--- src/rtl/fir_coef_ctrl.sv ---
// rtl/fir_coef_ctrl.sv - double-buffered FIR coefficient controller with post-swap flush
module fir_coef_ctrl #(
  parameter int BITWIDTH = 16,
  parameter int N        = 16,
  parameter bit FLUSH_EN = 1'b1
) (
  input  logic                  clk,
  input  logic                  resetn,
  input  logic                  cfg_valid,
  output logic                  cfg_ready,
  input  logic [BITWIDTH-1:0]   cfg_data,
  input  logic                  cfg_last,
  input  logic                  commit,
  input  logic                  s_valid,
  output logic                  s_ready,
  input  logic [BITWIDTH-1:0]   s_data,
  output logic                  fir_enable,
  output logic [BITWIDTH-1:0]   fir_in,
  output logic [N*BITWIDTH-1:0] coeffs,
  input  logic                  fir_oen,
  output logic                  out_valid,
  output logic                  active_bank,
  output logic                  swap_done,
  output logic                  cfg_err
);

  localparam int IW = (N > 1) ? $clog2(N) : 1;
  localparam logic [IW-1:0] LAST_IDX = IW'(N - 1);

  typedef enum logic [2:0] {
    ST_RUN   = 3'd0,
    ST_LOAD  = 3'd1,
    ST_ARMED = 3'd2,
    ST_SWAP  = 3'd3,
    ST_FLUSH = 3'd4
  } state_t;

  state_t state, state_nx;

  // Two tap banks; the one not selected by active_bank is the shadow being loaded.
  logic [BITWIDTH-1:0] bank0 [N];
  logic [BITWIDTH-1:0] bank1 [N];

  logic [IW-1:0] wr_idx;
  logic [IW-1:0] flush_cnt;
  logic          cfg_fire;
  logic          at_end;
  logic          set_ok;
  logic          set_bad;

  // Handshakes, sample/flush mux, output qualification and next-state selection
  always_comb begin
    state_nx   = state;
    s_ready    = 1'b0;
    cfg_ready  = 1'b0;
    swap_done  = 1'b0;
    case (state)
      ST_RUN, ST_LOAD: begin
        s_ready   = 1'b1;
        cfg_ready = 1'b1;
      end
      ST_ARMED: s_ready = 1'b1;
      default:  ;
    endcase

    cfg_fire = cfg_valid & cfg_ready;
    at_end   = (wr_idx == LAST_IDX);
    // A set is good only when cfg_last lands exactly on the final tap.
    set_ok   = cfg_fire & cfg_last & at_end;
    set_bad  = cfg_fire & (cfg_last ^ at_end);

    // During flush the FIR is clocked with zeros regardless of the upstream source.
    fir_enable = (state == ST_FLUSH) | (s_valid & s_ready);
    fir_in     = (state == ST_FLUSH) ? '0 : s_data;
    out_valid  = fir_oen & (state != ST_FLUSH);

    case (state)
      ST_RUN, ST_LOAD: begin
        if (set_ok)        state_nx = ST_ARMED;
        else if (set_bad)  state_nx = ST_RUN;
        else if (cfg_fire) state_nx = ST_LOAD;
      end
      ST_ARMED: begin
        if (commit) state_nx = ST_SWAP;
      end
      ST_SWAP: begin
        if (FLUSH_EN) begin
          state_nx = ST_FLUSH;
        end else begin
          state_nx  = ST_RUN;
          swap_done = 1'b1;
        end
      end
      ST_FLUSH: begin
        if (flush_cnt == '0) begin
          state_nx  = ST_RUN;
          swap_done = 1'b1;
        end
      end
      default: state_nx = ST_RUN;
    endcase
  end

  // State register, write index, flush counter, bank select and sticky error
  always_ff @(posedge clk) begin
    if (!resetn) begin
      state       <= ST_RUN;
      wr_idx      <= '0;
      flush_cnt   <= '0;
      active_bank <= 1'b0;
      cfg_err     <= 1'b0;
    end else begin
      state <= state_nx;
      if (cfg_fire) begin
        if (cfg_last || at_end) wr_idx <= '0;
        else                    wr_idx <= wr_idx + IW'(1);
      end
      if (set_bad) cfg_err <= 1'b1;
      if (state == ST_SWAP) begin
        active_bank <= ~active_bank;
        flush_cnt   <= LAST_IDX;
      end else if (state == ST_FLUSH && flush_cnt != '0) begin
        flush_cnt <= flush_cnt - IW'(1);
      end
    end
  end

  // Shadow bank write port; a reset discards any partially loaded set
  always_ff @(posedge clk) begin
    if (!resetn) begin
      for (int k = 0; k < N; k++) begin
        bank0[k] <= '0;
        bank1[k] <= '0;
      end
    end else if (cfg_fire) begin
      if (active_bank) bank0[wr_idx] <= cfg_data;
      else             bank1[wr_idx] <= cfg_data;
    end
  end

  // Registered coefficient output, updated only at the end of the SWAP cycle
  always_ff @(posedge clk) begin
    if (!resetn) begin
      coeffs <= '0;
    end else if (state == ST_SWAP) begin
      for (int k = 0; k < N; k++) begin
        coeffs[k*BITWIDTH +: BITWIDTH] <= active_bank ? bank0[k] : bank1[k];
      end
    end
  end

endmodule

--- config.mk ---
export PLATFORM = sky130hd
export DESIGN_NAME = fir_coef_ctrl
export DESIGN_NICKNAME = d
export VERILOG_FILES = /design/src/rtl/fir_coef_ctrl.sv
export SDC_FILE = /design/constraint.sdc
export NUM_CORES = 1
export LEC_CHECK = 0
export CORE_UTILIZATION = 50
export CTS_BUF_LIST = sky130_fd_sc_hd__clkbuf_4
export DETAILED_ROUTE_END_ITERATION = 7
export GPL_TIMING_DRIVEN = 0
export HOLD_SLACK_MARGIN = 0.12
export PLACE_DENSITY_LB_ADDON = 0.2
export SLEW_MARGIN = 0
export SYNTH_ARGS = -nofsm -noshare
export SYNTH_HDL_FRONTEND = slang
export SYNTH_SLANG_ARGS = --single-unit
--- constraint.sdc ---
create_clock -name clk -period 3 [get_ports clk]
set_clock_uncertainty 0.15 [all_clocks]
set_input_delay 0.6 -clock clk [delete_from_list [all_inputs] [get_ports clk]]
set_output_delay 0.6 -clock clk [all_outputs]
set_load 0.03 [all_outputs]
Fig. 1: run 1, the metal 2 layer
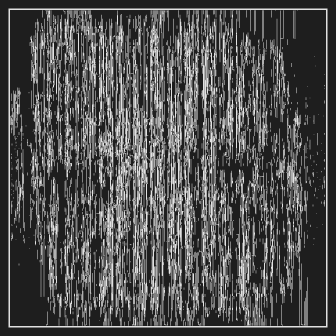
- share of all routed wire: 47%
- main direction: vertical
- nets with wire on the layer: 2691
- wire length on this layer: 40.9 mm
- longest straight run: 98.6 um
met2 Usage GRT: 44.3%
drt total wl: 86900 um
routed via count: 21800

Fig. 2: run 1, placement density heat map
Scale bar: 100 um. 25 x 25 tiles, from black (low) to pale yellow (high), 0 to 100% covered.
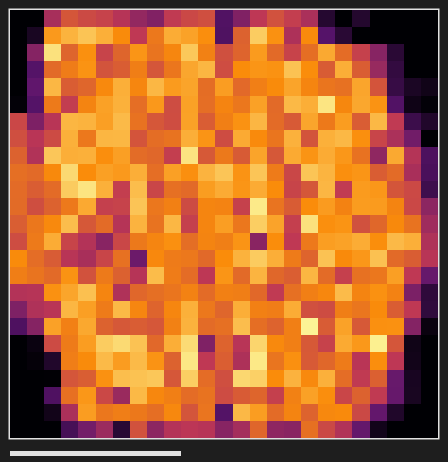
- mean over tiles: 60%
- fullest tile: 97%
- nearly empty tiles: 7.2%
- emptiest ninth of the die: north-east
- tiles over 75% full: 30%
Post-Route Utilization: 63.1%
Core Area: 0.0606 sq mm

==> run summary, run 1 <==
flow finished, numbers: maximum root-to-sink buffer count=3, Bufs and invs on worst path=5, # IOs=318, HP Start=cfg_valid, M3 GR Usage=8.65%, Setup Crit Path Kind=input port to flip-flop, unrepaired setup endpoints after global routing=yes, Static Leak=12.8 nW, Clock-cell share=6.80%, delay-heaviest family, CP=buffers and inverters, fp util=50.9%, failing checks=setup timing, post-DP HPWL=60000 um, HP Class=input port to flip-flop, Seq area share=54.3%, final instance area=0.0382 sq mm, Die Span Y=250 um, buffer count from post-CTS setup fixing=9, CP endpoint kind=flip-flop, Power Internal=16.8 mW, H-tree depth=4, pwr dens=566 mW/mm^2, Seq power=11.7 mW, Net Sw Frac=22.4%, final setup vio count=81, sequential area share after synthesis=67.4%, # port buffers=316, status=complete, but fails checks, n_taps=782, antenna violations before repair=3, Die ar.=0.0626 sq mm, switching power of the nets=4.85 mW, startpoint types=input port, CP Depth=6, Worst Slack Setup Final=-0.186 ns, power in the clock group=9.18 mW
Fig. 3: run 1, wire density map
Scale bar: 100 um. 25 x 25 tiles, from black (low) to pale yellow (high), scaled to the fullest tile. Values are wire area over tile area, all layers added.
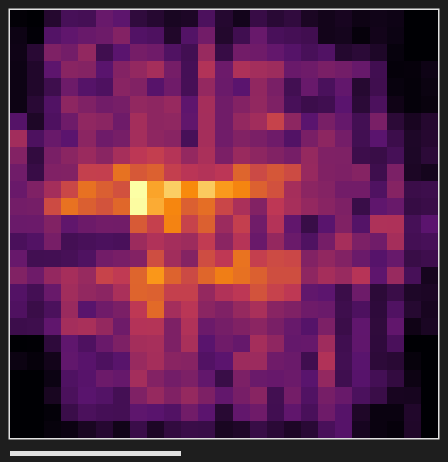
- fullest tile: 0.81
- tiles over half the peak: 11%
- mean over tiles: 0.24
- emptiest ninth of the die: north-east
- densest ninth of the die: centre
- nearly empty tiles: 5.8%
GR Util All Layers: 27.8%
WL/cell: 22.0 um

Fig. 4: run 1, metal 1
Scale bar: 100 um.
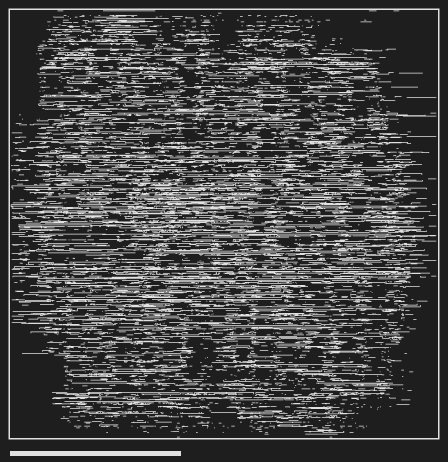
- main direction: horizontal
- share of all routed wire: 39%
- longest straight run: 77.7 um

==> run 1: state kept, by name, indices dropped and copies added (netlist names) <==
name and flops:
state 3, active_bank 1, wr_idx 4, bank1 256, bank0 256, coeffs 256, flush_cnt 4, cfg_err 1
==> run 1: placed cells by master, fill, tap and decap left out, types with 8 or more instances in the layout <==
cell type        netlist  layout
clkbuf_1              66      62
clkdlybuf4s50_1        0     283
clkinv_1               0      41
a211oi_2             100     100
nor2_1               743     742
mux2i_1              256     256
buf_4                 22      47
and2_4                 0      17
nand2_2               10      11
and2_1                51      34
nand2_1               65      64
o21ai_4                0       9
o21ai_2                0      14
clkbuf_4               0     304
a211oi_1             158     158
dfxtp_1              269     266
buf_6                 12      46
a21oi_1                8       8
dlygate4sd2_1          0       8
buf_2                 84      83
edfxtp_1             512     512
Fig. 5: run 1, track usage over the die
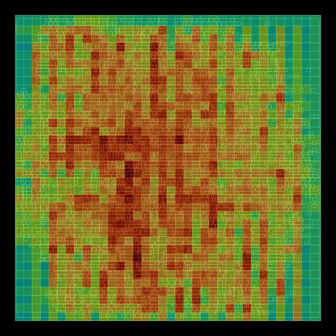

## Run 2: what changed since run 1
Settings changed: CAP_MARGIN set to 40.
Fig. 6: run 2, track usage over the die
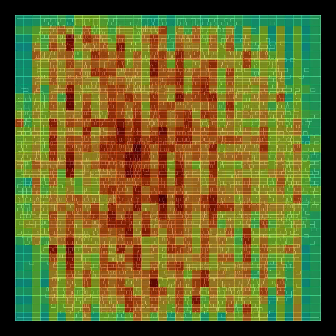
Post-Route Utilization: 63.1%
WL/cell: 21.9 um
met1 Usage GRT: 35.1%
M3 GR Usage: 7.55%
GRT busiest layer: met2

==> run summary, run 2 <==
flow finished, numbers: post-DP HPWL=60400 um (+0.63%), unrepaired setup endpoints after global routing=yes, # port buffers=316 (unchanged), final setup vio count=19 (-77%), Power Internal=16.6 mW (-1.4%), Late-Pin Clk Latency=1.06 ns, power in the clock group=8.86 mW (-3.5%), fp util=50.9% (unchanged), dominant logic cell type in the layout=nor2_1, n_taps=782 (unchanged), HP Class=input port to flip-flop, Seq power=11.7 mW (about the same), Setup Crit Path Kind=flip-flop to primary output, startpoint types=flip-flop, status=complete, but fails checks, Seq area share=54.3% (about the same), sequential area share after synthesis=67.4% (unchanged), buffer count from post-CTS setup fixing=9 (unchanged), switching power of the nets=4.79 mW (-1.3%), pwr dens=559 mW/mm^2 (-1.4%), antenna violations before repair=8 (+5), routed via count=22000 (+1.0%), Net Sw Frac=22.4% (+0.024 points), failing checks=setup timing, CP endpoint kind=primary output, met2 Usage GRT=44.7% (+0.43 points), H-tree depth=4 (unchanged), Top Registers=bank0 x256, bank1 x256, coeffs x256, Worst Slack Setup Final=-0.171 ns (+0.0149 ns), Static Leak=12.7 nW (-0.13%), Clock-cell share=6.51% (-0.29 points), Core Area=0.0606 sq mm (unchanged), # IOs=318 (unchanged), area share, top type=49.9%
[run 2: cell types whose count changed in the layout (fill, tap and decap cells not counted), moves of 3 or more]
cell             change
buf_4               +13
clkbuf_4            -12
clkinv_1             +7
buf_6                +5
diode_2              +5
o21ai_1              +4
clkdlybuf4s50_1      +3
clkinvlp_4           -3
[run 2: path summary, 6_finish.rpt]
kind	start	endpoint	slack (ns)	cells after the start
max	state[1]	swap_done	-0.17	6
min	cfg_valid	wr_idx[1]	0.29	4
min reg2reg	coeffs[22]	coeffs[22]	0.35	2
max reg2reg	state[2]	bank1[0][12]	0	7
[run 2: critical path: stages (launching register included)]
cell,delay (ns)
dfxtp_2,0.32
buf_6,0.12
or3b_4,0.47
buf_8,0.17
buf_6,0.11
nor2_4,0.07
buf_6,0.13
No activity file was given, so power comes from the tool's default toggle rates.
